**config.mk**
```make
export PLATFORM = sky130hd
export DESIGN_NAME = fc_seq_ctrl
export DESIGN_NICKNAME = d
export VERILOG_FILES = /design/src/rtl/fc_seq_ctrl.sv
export SDC_FILE = /design/constraint.sdc
export NUM_CORES = 1
export LEC_CHECK = 0
export CORE_MARGIN = 1.5
export CORE_UTILIZATION = 50
export DETAILED_ROUTE_END_ITERATION = 12
export DONT_BUFFER_PORTS = 1
export PLACE_DENSITY_LB_ADDON = 0.25
export SLEW_MARGIN = 10
export SYNTH_ARGS = -nofsm -noshare
export SYNTH_HDL_FRONTEND = slang
export SYNTH_SLANG_ARGS = --single-unit
```
**constraint.sdc**
```tcl
create_clock -name clk -period 10.2 [get_ports clk]
set_input_delay 2.04 -clock clk [delete_from_list [all_inputs] [get_ports clk]]
set_output_delay 2.04 -clock clk [all_outputs]
set_load 0.01 [all_outputs]
```
**src/rtl/fc_seq_ctrl.sv**
```systemverilog
// Job sequencer for fc_top: scatters one byte stream into the input, fc1 and fc2 write ports,
// launches the compute and returns the logit on a valid/ready port with a timeout guard.
module fc_seq_ctrl #(
    parameter int IN_LEN      = 132,
    parameter int N_HID       = 10,
    parameter int LOGIT_W     = 24,
    parameter int TIMEOUT_CYC = 4096
) (
    input  logic               clk,
    input  logic               rst,
    input  logic               s_valid,
    output logic               s_ready,
    input  logic [7:0]         s_data,
    input  logic               keep_w,
    output logic               in_wr,
    output logic [7:0]         in_addr,
    output logic [7:0]         in_data,
    output logic               fc1_w_wr,
    output logic [15:0]        fc1_w_addr,
    output logic [7:0]         fc1_w_data,
    output logic               fc2_w_wr,
    output logic [3:0]         fc2_w_addr,
    output logic [7:0]         fc2_w_data,
    output logic               start,
    input  logic               done,
    input  logic [LOGIT_W-1:0] fc2_logit,
    output logic               r_valid,
    input  logic               r_ready,
    output logic [LOGIT_W-1:0] r_logit,
    output logic               r_timeout,
    output logic               busy
);

    // state | meaning
    // IDLE  | waiting for the first byte of a job
    // LD_IN | streaming input vector bytes
    // LD_W1 | streaming fc1 weights, row-major
    // LD_W2 | streaming fc2 weights
    // START | last write strobe in flight; start pulses next cycle
    // WAIT  | compute running, timeout timer counting down
    // RESP  | result held until accepted
    typedef enum logic [2:0] {IDLE, LD_IN, LD_W1, LD_W2, START, WAIT, RESP} state_t;

    localparam int TW = $clog2(TIMEOUT_CYC + 1);
    localparam logic [7:0]    IN_LAST = 8'(IN_LEN - 1);
    localparam logic [15:0]   W1_LAST = 16'(N_HID * IN_LEN - 1);
    localparam logic [3:0]    W2_LAST = 4'(N_HID - 1);
    localparam logic [TW-1:0] T_LOAD  = TW'(TIMEOUT_CYC - 1);

    state_t        state;
    logic          weights_loaded;
    logic          full;
    logic [7:0]    in_cnt;
    logic [15:0]   w1_cnt;
    logic [3:0]    w2_cnt;
    logic [TW-1:0] tmr;
    logic          acc;

    assign acc  = s_valid & s_ready;
    assign busy = (state != IDLE);

    always_ff @(posedge clk or posedge rst) begin
        if (rst) begin
            state          <= IDLE;
            weights_loaded <= 1'b0;
            full           <= 1'b0;
            in_cnt         <= '0;
            w1_cnt         <= '0;
            w2_cnt         <= '0;
            tmr            <= '0;
            s_ready        <= 1'b0;
            in_wr          <= 1'b0;
            in_addr        <= '0;
            in_data        <= '0;
            fc1_w_wr       <= 1'b0;
            fc1_w_addr     <= '0;
            fc1_w_data     <= '0;
            fc2_w_wr       <= 1'b0;
            fc2_w_addr     <= '0;
            fc2_w_data     <= '0;
            start          <= 1'b0;
            r_valid        <= 1'b0;
            r_logit        <= '0;
            r_timeout      <= 1'b0;
        end else begin
            in_wr    <= 1'b0;
            fc1_w_wr <= 1'b0;
            fc2_w_wr <= 1'b0;
            start    <= 1'b0;
            case (state)
                IDLE: begin
                    s_ready <= 1'b1;
                    if (acc) begin
                        in_wr   <= 1'b1;
                        in_addr <= 8'd0;
                        in_data <= s_data;
                        in_cnt  <= 8'd1;
                        w1_cnt  <= '0;
                        w2_cnt  <= '0;
                        full    <= ~keep_w | ~weights_loaded;
                        state   <= LD_IN;
                    end
                end
                LD_IN: begin
                    if (acc) begin
                        in_wr   <= 1'b1;
                        in_addr <= in_cnt;
                        in_data <= s_data;
                        in_cnt  <= in_cnt + 8'd1;
                        if (in_cnt == IN_LAST) begin
                            if (full) begin
                                state <= LD_W1;
                            end else begin
                                state   <= START;
                                s_ready <= 1'b0;
                            end
                        end
                    end
                end
                LD_W1: begin
                    if (acc) begin
                        fc1_w_wr   <= 1'b1;
                        fc1_w_addr <= w1_cnt;
                        fc1_w_data <= s_data;
                        w1_cnt     <= w1_cnt + 16'd1;
                        if (w1_cnt == W1_LAST) state <= LD_W2;
                    end
                end
                LD_W2: begin
                    if (acc) begin
                        fc2_w_wr   <= 1'b1;
                        fc2_w_addr <= w2_cnt;
                        fc2_w_data <= s_data;
                        w2_cnt     <= w2_cnt + 4'd1;
                        if (w2_cnt == W2_LAST) begin
                            state          <= START;
                            s_ready        <= 1'b0;
                            weights_loaded <= 1'b1;
                        end
                    end
                end
                START: begin
                    start <= 1'b1;
                    tmr   <= T_LOAD;
                    state <= WAIT;
                end
                WAIT: begin
                    // done has priority over the terminal count in the same cycle
                    if (done) begin
                        r_logit   <= fc2_logit;
                        r_timeout <= 1'b0;
                        r_valid   <= 1'b1;
                        state     <= RESP;
                    end else if (tmr == '0) begin
                        r_logit   <= '0;
                        r_timeout <= 1'b1;
                        r_valid   <= 1'b1;
                        state     <= RESP;
                    end else begin
                        tmr <= tmr - TW'(1);
                    end
                end
                RESP: begin
                    if (r_ready) begin
                        r_valid <= 1'b0;
                        s_ready <= 1'b1;
                        state   <= IDLE;
                    end
                end
                default: begin
                    state   <= IDLE;
                    s_ready <= 1'b0;
                end
            endcase
        end
    end

endmodule

```
==> images/class_map.png <==
Bar = 20 um.
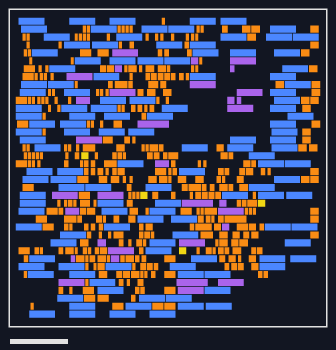
- orange: remaining logic cells (cells 367; share of their area 37%)
- blue: registers (cells 129; share of their area 53%)
- purple: clock drivers and dummy loads (cells 32; share of their area 9.9%)
- yellow: remaining buffers and delay cells (cells 4; share of their area 0.49%)
Design Area, Final: 6267 sq um
Seq/total area: 51.51%
core area: 10840 sq um
Core Util, Final: 57.81%

==> images/m2.png <==
Cells faint in the background.
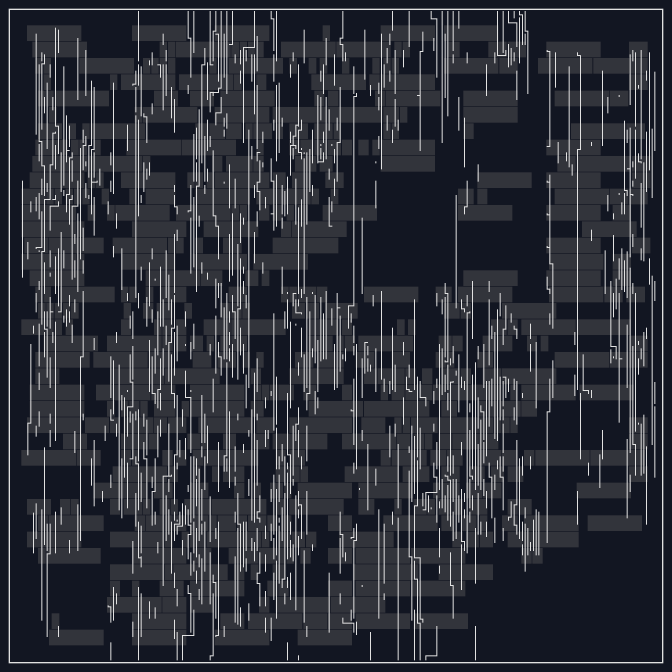
- main direction: vertical
- share of all routed wire: 45%
DR vias: 3911
final wirelength: 11350 um
met2 Usage GRT: 30.91%

==> images/clock_wires.png <==
Bar = 20 um.
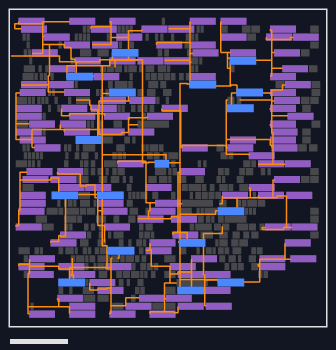
- blue: clock-net drivers (count 17)
- orange: clock wires (length 1520 um)
- purple: flip-flops (count 129)
- routed clock nets: 18
clk_lat worst skew: 0.52 ns
Clk pwr share: 34.5%

==> CHANGELOG.md <==
### Implementation results

* Max-slew headroom at 27.34%
* Setup TNS at 0 ns
* Hold slack at 0.4589 ns
* Dominant Register Cell: dfrtp_1
* First-pass GRT wire length at 18860 um
* Root buffer cell: clkbuf_8
* All-Layer GR Usage at 20.76%
* Iteration count of the initial detailed-routing pass at 4
* Post-synth EDFFs at 0
* Hold path endpoint: full
* Unique masters post-synth at 56
* Ys flops at 129
* Pre-CTS WS at 6.249 ns
* CTS sink count at 129
* R2R Path Start: state[0]
* Final net count at 563
* CP startpoint kind: register
* Reg2Reg Depth at 3
* Clock period minus final worst setup slack at 3.820 ns
* Post-CTS resize count at 0
* Placed cell area at 5665 sq um
* Slowest Stage Delay on Critical Path at 0.67 ns
* CP top delay family: flip-flops
* WP data required at 8.16 ns
* Status: finished, final reports clean
* Chip area in the Yosys report at 5574 sq um
* Vias in the first global route at 3856
* Antenna-violating nets left at 0
* Reg2Reg Setup Slack at 7.43 ns
* P per Cell Area at 279.6 nW/um^2
* Post-CTS Setup Bufs at 0
* Actual slew at the worst max-slew pin at 1.087 ns
* Routed len/inst at 16.89 um
* Final hold viol count at 0
* CTS tree: built
* H-Tree Depth at 4
* Largest net degree at the start of global routing at 67
* Die W at 108.6 um
* Tool warning count at 28
* Worst R2R End: fc1_w_addr[4]
* Critical-path top delay cell: dfrtp_1
* Worst-path clk slew at 0.06 ns
* Final Cycle Share at 37.45%
* Fin Clk Skew at 0.005235 ns
* Critical Path Sink Type: output pin
* Synth Warn # at 0
* Layout cells sized above 1 at 12.22%
* Buffers plus inverters on the worst setup path at 1
* Die span in y at 108.6 um
* Ys cells at 524
* Initial Utilization at 51.42%
* Max-Cap Viols at 0
* Critical Path AT at 1.78 ns
* ANT cells at 0
* Hold Startpoint: weights_loaded
* Critical path depth at 2
* Top-count cell post-synth: dfrtp_1
* Synth async-reset ratio at 100.0%
* Chip area at 11790 sq um
* Register area share after synthesis at 57.91%
* DRT iter0 DRCs at 176
* Hold path depth at 1
* Hold Path Class: register to register
* Net Count, Synth at 568
* CP Max Fanout at 26
* Antenna violations before repair at 0
* Routability cong. at 0.8106
* Final Worst Setup Slack at 6.380 ns
* Pleak at 2.902 nW
* Synth Cell Area at 5574 sq um
* Unrepaired setup endpoints after global routing: no
* # setup viols final at 0
* Crit Path Category: register to output pin
* CTS Buf Count at 17
* Top cells, area: dfrtp_1, nand2_1, mux2_2
* Routed vias/inst at 5.820
* Post-Syn Instances at 524
* Worst IR drop on VDD at 0.1946 mV
* Congestion Overflow GR at 0
* Avg Cell Area, Syn at 10.64 sq um
* Clock Tree Buf Depth at 2
* Final max-slew violation count at 0
* Post-DP HPWL at 7688 um
* I/O Buffers at 0
* Syn-to-layout area delta at 12.44%
* FP Rows at 38
* Achievable frequency at 261.8 MHz
* Io pins at 122
* Yosys top cell by area: dfrtp_1
report_power, final:
group	internal (mW)	switching (mW)
Sequential	0.650	0.188
Combinational	0.137	0.172
Clock	0.384	0.220
Total	1.17	0.581
registers in the layout, indices dropped and copies added, names as in the netlist, 3 cells and up:
| register | count |
|---|---|
| r_logit | 24 |
| fc1_w_addr | 16 |
| w1_cnt | 16 |
| tmr | 13 |
| fc1_w_data | 8 |
| fc2_w_data | 8 |
| in_addr | 8 |
| in_cnt | 8 |
| in_data | 8 |
| fc2_w_addr | 4 |
| w2_cnt | 4 |
| state | 3 |
through the flow:
step	total power [mW]	cells	util (%)
floorplan	1.067	524	-
global placement	1.143	640	52.26
detailed placement	1.158	640	52.26
CTS	1.771	672	57.81
global route	1.858	672	57.81
finish	1.752	672	57.81
metal layers:
layer | routed length, um | share of wire [%] | up-vias | global-route usage, %
met5 | 0 | 0 | - | 0
met4 | 211 | 1.9 | 0 | 8.929
met3 | 902 | 7.9 | 16 | 7.836
met2 | 5154 | 45 | 133 | 30.91
met1 | 5084 | 45 | 1912 | 27.11
li1 | - | - | 1850 | -
cell type report:
| type | count | area, sq um |
|---|---|---|
| Fill cell | 919 | 4573 |
| Sequential cell | 129 | 3228 |
| Multi-Input combinational cell | 351 | 2170 |
| Clock buffer | 19 | 441.7 |
| Tap cell | 140 | 175.2 |
| Clock inverter | 13 | 160.2 |
| Inverter | 16 | 62.56 |
| Timing Repair Buffer | 4 | 30.03 |
worst register-to-register path, delay by kind of cell, from the launching register on:
family           cells  cell delay [ns]
and+or+nand+nor      2             1.43
muxes                1             0.55
DFF                  1             0.67
cells in the final DEF, fill, tap and decap left out, drive strengths merged, types with 5 or more instances in the layout:
| cell type | instances |
|---|---|
| nor4 | 5 |
| a31oi | 7 |
| nor2 | 25 |
| xnor2 | 8 |
| or4 | 11 |
| dfrtp | 129 |
| clkbuf | 19 |
| nand3 | 28 |
| or3 | 11 |
| mux2 | 22 |
| a22o | 25 |
| nor3 | 11 |
| a21oi | 12 |
| o21ai | 24 |
| ha | 6 |
| inv | 17 |
| nand2 | 100 |
| clkinvlp | 5 |
worst max path at each step:
stage	startpoint	endpoint	slack [ns]
2_1_floorplan	rst	fc1_w_addr[0]	4.72
3_3_place_gp	s_valid	fc1_w_addr[13]	6.34
3_5_place_dp	s_valid	fc1_w_data[5]	6.25
4_1_cts	state[0]	busy	6.35
5_1_grt	state[0]	busy	6.20
6_report	state[0]	busy	6.38
logic make-up after synthesis:
kind of cell,after synthesis,share of synthesized area [%]
flip-flops,129,57.91
AND/OR/NAND/NOR,220,19.53
buffers and inverters,44,3.165
multiplexers,24,4.804
AND-OR/OR-AND,89,11.36
adder cells (fa/ha/maj),6,1.347
XOR/XNOR,12,1.886
Power is estimated from default activity; no workload was simulated.
